===== src/rtl/axi_arb_pkg.sv =====
// Shared widths, master tags and FSM state encoding for the AXI read arbiter.
package axi_arb_pkg;

    localparam int AXI_ID_BITS   = 4;
    localparam int TAG_BITS      = 4;
    localparam int AXI_IDS_BITS  = AXI_ID_BITS + TAG_BITS;
    localparam int AXI_ADDR_BITS = 32;
    localparam int AXI_DATA_BITS = 32;
    localparam int AXI_LEN_BITS  = 4;

    localparam logic [TAG_BITS-1:0] TAG_M0 = 4'd0;
    localparam logic [TAG_BITS-1:0] TAG_M1 = 4'd1;

    typedef enum logic [1:0] {
        IDLE = 2'd0,
        ADDR = 2'd1,
        DATA = 2'd2
    } arb_state_e;

endpackage


===== src/rtl/axi_read_arbiter_rr_pick2.sv =====
// Two-way round-robin picker: the master that did not win last time wins a tie.
module rr_pick2 (
    input  logic [1:0] req,
    input  logic       last,
    output logic       gnt,
    output logic       any
);

    // Tie goes to the master opposite the previous winner.
    always_comb begin
        any = |req;
        gnt = (req == 2'b11) ? ~last : req[1];
    end

endmodule


===== src/rtl/axi_read_arbiter.sv =====
// Two-master AXI read arbiter, one burst outstanding at a time.
//
// state | meaning
// IDLE  | no burst; pick the next master from pending ARVALIDs
// ADDR  | granted master's AR forwarded to the slave side
// DATA  | R beats routed to the granted master until RLAST
module axi_read_arbiter
    import axi_arb_pkg::*;
#(
    parameter int ID_BITS   = AXI_ID_BITS,
    parameter int IDS_BITS  = ID_BITS + TAG_BITS,
    parameter int ADDR_BITS = AXI_ADDR_BITS,
    parameter int DATA_BITS = AXI_DATA_BITS,
    parameter int LEN_BITS  = AXI_LEN_BITS
) (
    input  logic                 clk,
    input  logic                 rst,
    input  logic [ID_BITS-1:0]   ARID_M0,
    input  logic [ADDR_BITS-1:0] ARADDR_M0,
    input  logic [LEN_BITS-1:0]  ARLEN_M0,
    input  logic [2:0]           ARSIZE_M0,
    input  logic [1:0]           ARBURST_M0,
    input  logic                 ARVALID_M0,
    output logic                 ARREADY_M0,
    output logic [ID_BITS-1:0]   RID_M0,
    output logic [DATA_BITS-1:0] RDATA_M0,
    output logic [1:0]           RRESP_M0,
    output logic                 RLAST_M0,
    output logic                 RVALID_M0,
    input  logic                 RREADY_M0,
    input  logic [ID_BITS-1:0]   ARID_M1,
    input  logic [ADDR_BITS-1:0] ARADDR_M1,
    input  logic [LEN_BITS-1:0]  ARLEN_M1,
    input  logic [2:0]           ARSIZE_M1,
    input  logic [1:0]           ARBURST_M1,
    input  logic                 ARVALID_M1,
    output logic                 ARREADY_M1,
    output logic [ID_BITS-1:0]   RID_M1,
    output logic [DATA_BITS-1:0] RDATA_M1,
    output logic [1:0]           RRESP_M1,
    output logic                 RLAST_M1,
    output logic                 RVALID_M1,
    input  logic                 RREADY_M1,
    output logic [IDS_BITS-1:0]  ARID_S,
    output logic [ADDR_BITS-1:0] ARADDR_S,
    output logic [LEN_BITS-1:0]  ARLEN_S,
    output logic [2:0]           ARSIZE_S,
    output logic [1:0]           ARBURST_S,
    output logic                 ARVALID_S,
    input  logic                 ARREADY_S,
    input  logic [IDS_BITS-1:0]  RID_S,
    input  logic [DATA_BITS-1:0] RDATA_S,
    input  logic [1:0]           RRESP_S,
    input  logic                 RLAST_S,
    input  logic                 RVALID_S,
    output logic                 RREADY_S,
    output logic                 burst_err
);

    arb_state_e          state;
    logic                grant;
    logic                last_grant;
    logic [LEN_BITS-1:0] beat_cnt;
    logic [LEN_BITS-1:0] len_q;
    logic                pick_gnt;
    logic                pick_any;
    logic                ar_hs;
    logic                r_beat;
    logic                unused_rid_tag;

    // The slave echoes the tag in the upper ID bits; routing uses the locked grant instead.
    assign unused_rid_tag = ^RID_S[IDS_BITS-1:ID_BITS];

    rr_pick2 u_pick (
        .req  ({ARVALID_M1, ARVALID_M0}),
        .last (last_grant),
        .gnt  (pick_gnt),
        .any  (pick_any)
    );

    assign ar_hs  = ARVALID_S & ARREADY_S;
    assign r_beat = RVALID_S & RREADY_S;

    // Route AR to the slave in ADDR and R back to the granted master in DATA; everything idles at 0.
    always_comb begin
        ARREADY_M0 = 1'b0;
        ARREADY_M1 = 1'b0;
        ARID_S     = '0;
        ARADDR_S   = '0;
        ARLEN_S    = '0;
        ARSIZE_S   = '0;
        ARBURST_S  = '0;
        ARVALID_S  = 1'b0;
        RID_M0     = '0;
        RDATA_M0   = '0;
        RRESP_M0   = '0;
        RLAST_M0   = 1'b0;
        RVALID_M0  = 1'b0;
        RID_M1     = '0;
        RDATA_M1   = '0;
        RRESP_M1   = '0;
        RLAST_M1   = 1'b0;
        RVALID_M1  = 1'b0;
        RREADY_S   = 1'b0;
        case (state)
            ADDR: begin
                if (grant) begin
                    ARID_S     = {TAG_M1, ARID_M1};
                    ARADDR_S   = ARADDR_M1;
                    ARLEN_S    = ARLEN_M1;
                    ARSIZE_S   = ARSIZE_M1;
                    ARBURST_S  = ARBURST_M1;
                    ARVALID_S  = ARVALID_M1;
                    ARREADY_M1 = ARREADY_S;
                end else begin
                    ARID_S     = {TAG_M0, ARID_M0};
                    ARADDR_S   = ARADDR_M0;
                    ARLEN_S    = ARLEN_M0;
                    ARSIZE_S   = ARSIZE_M0;
                    ARBURST_S  = ARBURST_M0;
                    ARVALID_S  = ARVALID_M0;
                    ARREADY_M0 = ARREADY_S;
                end
            end
            DATA: begin
                if (grant) begin
                    RID_M1    = RID_S[ID_BITS-1:0];
                    RDATA_M1  = RDATA_S;
                    RRESP_M1  = RRESP_S;
                    RLAST_M1  = RLAST_S;
                    RVALID_M1 = RVALID_S;
                    RREADY_S  = RREADY_M1;
                end else begin
                    RID_M0    = RID_S[ID_BITS-1:0];
                    RDATA_M0  = RDATA_S;
                    RRESP_M0  = RRESP_S;
                    RLAST_M0  = RLAST_S;
                    RVALID_M0 = RVALID_S;
                    RREADY_S  = RREADY_M0;
                end
            end
            default: ;
        endcase
    end

    // Grant lock, beat counting against ARLEN, and sticky burst-length error.
    always_ff @(posedge clk) begin
        if (!rst) begin
            state      <= IDLE;
            grant      <= 1'b0;
            last_grant <= 1'b1;
            beat_cnt   <= '0;
            len_q      <= '0;
            burst_err  <= 1'b0;
        end else begin
            case (state)
                IDLE: begin
                    if (pick_any) begin
                        grant <= pick_gnt;
                        state <= ADDR;
                    end
                end
                ADDR: begin
                    if (ar_hs) begin
                        len_q    <= ARLEN_S;
                        beat_cnt <= '0;
                        state    <= DATA;
                    end
                end
                DATA: begin
                    if (r_beat) begin
                        beat_cnt <= beat_cnt + LEN_BITS'(1);
                        if (RLAST_S != (beat_cnt == len_q)) begin
                            burst_err <= 1'b1;
                        end
                        if (RLAST_S) begin
                            last_grant <= grant;
                            state      <= IDLE;
                        end
                    end
                end
                default: state <= IDLE;
            endcase
        end
    end

endmodule

===== config.mk =====
export PLATFORM = sky130hd
export DESIGN_NAME = axi_read_arbiter
export DESIGN_NICKNAME = d
export VERILOG_FILES = /design/src/rtl/axi_arb_pkg.sv /design/src/rtl/axi_read_arbiter_rr_pick2.sv /design/src/rtl/axi_read_arbiter.sv
export SDC_FILE = /design/constraint.sdc
export NUM_CORES = 1
export LEC_CHECK = 0
export CAP_MARGIN = 30
export CORE_AREA = 8 8 102 104
export CTS_CLUSTER_DIAMETER = 100
export DETAILED_ROUTE_END_ITERATION = 7
export DIE_AREA = 0 0 110 112
export PLACE_DENSITY_LB_ADDON = 0.08
export SETUP_SLACK_MARGIN = 0.5
export SYNTH_ARGS = -nofsm -noshare
export SYNTH_HDL_FRONTEND = slang
export SYNTH_SLANG_ARGS = --single-unit

===== constraint.sdc =====
create_clock -name clk -period 4.1 [get_ports clk]
set_clock_uncertainty 0.1 [all_clocks]
set_input_delay 1.025 -clock clk [delete_from_list [all_inputs] [get_ports clk]]
set_output_delay 1.025 -clock clk [all_outputs]
set_load 0.01 [all_outputs]

Figure 1. Supply network.
Pins as bars on the die edge. Tap cells in gray.
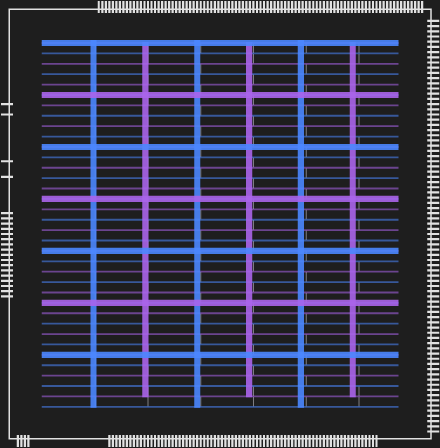
| net | color |
|---|---|
| VSS | blue |
| VDD | purple |
signal pins: 275
met1 rails: 36
met4 straps: 6
tap cells: 111
Die W: 110 um
VDD IR max: 0.152 mV
core area: 0.00889 mm^2
die height: 112 um

==> notes.md <==
run metrics: outcome finished clean, Initial DRC Count 124, DP Area 0.00446 mm^2, Pint 0.000444 W, fp_density 0.192, FILL cells 845, routed len/inst 19.4 um, Pwr top combinational logic, CP Launch Type input pin, final hold violations 0, Inst Count DP 592, Row Count 35, # IOs 275, PnR worst setup slack 0.633 ns, initial antenna violation count 1, Synth Seq Share 0.152, yosys xor share 0.0205, most common cell in the synthesized netlist and2_1, Seq/total area 0.0579, flop count 13, first-pass GRT wire length 16.4 mm, Commonest Layout Cell clkdlybuf4s50_1, vias in the first global route 2554, DRC viols 0, inverters 1, Well Taps 111, Dominant comb cell simple AND/OR/NAND/NOR gates, Worst R2R Path Depth 4, Crit path top cell by count clkdlybuf4s50_1, CP startpoint ARVALID_M0, antenna cells 0, routability congestion estimate from global placement 0.761, worst reg2reg endpoint beat_cnt[2]$_SDFFE_PN0P_, yosys simple share 0.428, nets@finish 628, Reg power frac 0.218, minimum clock period 3.47 ns, yosys stat chip area 0.00171 mm^2, sum of negative setup slack 0 ns, worst-path cell chain clkdlybuf4s50_1, mux2i_1, nor2_1, clkdlybuf4s50_1, Insertion Delay late pin 0.24 ns, Logic area 0.00136 mm^2, layout cell share with drive strength beyond 1 0.0268, fmax 0.288 GHz, Cells after Synth 230, clock buffer depth 2, WHS Endpoint last_grant$_SDFFE_PN1P_, multi-input combinational area share 0.302, Antenna Nets Post-Route 0, via count 2631, Clock-cell share 0.00998, top layer in use met5, worst hold start last_grant$_SDFFE_PN1P_, Post-Place Worst Slack 0.629 ns, Yosys warning total 0, Non-Filler Instances 596, Post-synth ARST share 0, switch share 0.290, Clock group 0.000116 W, Worst Hold Class register to register, root buf cell clkbuf_8, Top area cell types and2_1 (30%), a22o_1 (21%), dfxtp_1 (15%), Post-CTS Setup Inserts 0, Post-CTS Resized 0, Total GRT Usage 0.171, CP max-delay cell clkdlybuf4s50_1, most numerous logic cells after layout clkdlybuf4s50_1 (267), and2_1 (82), a22o_1 (41), cell area after layout 0.00451 mm^2, buffers added on ports 267, met1 wire length 4.23 mm, Distinct lib cells used 32, Worst R2R Start grant$_SDFFE_PN0P_, largest net degree at the start of global routing 44, Worst-path clk slew 0.06 ns, worst path bufs/invs 2, Worst-Margin Slew 0.571 ns, comb_multi_in 196, utilization after layout 0.508, sw power 0.000181 W, clkbuf count 4, Period Utilization, post-route 0.846, P_leak 1.67 nW, metal2 WL 6.18 mm, detailed placement HPWL 9.95 mm, yosys adder share 0.00733, leading registers by flop count beat_cnt x4, len_q x4, state x2, count of non-CTS buffers in the layout 271, Max-area cell share 0.300, DR vias/cell 4.41, Gate power share 0.597, delay-heaviest family, CP buffers and inverters, setup repair after global routing missed its margin no
Figure 2. Logic cells by family.
Scale bar: 20 um.
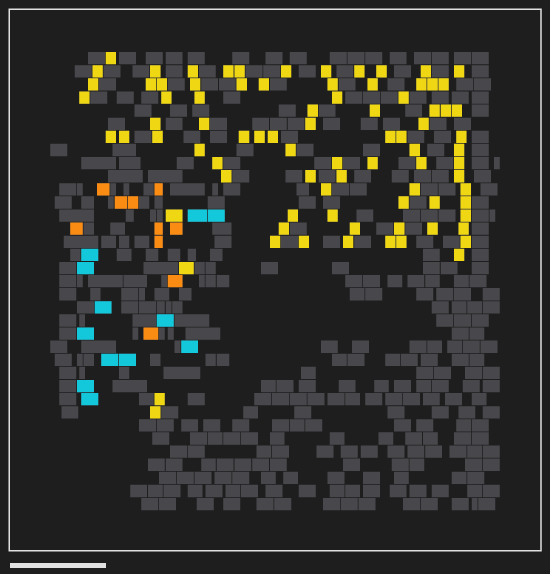
| family | color | cells |
|---|---|---|
| and/or cells | yellow | 84 |
| mux cells | cyan | 12 |
| aoi and oai cells | orange | 10 |

Power and IR drop assume default switching activity.
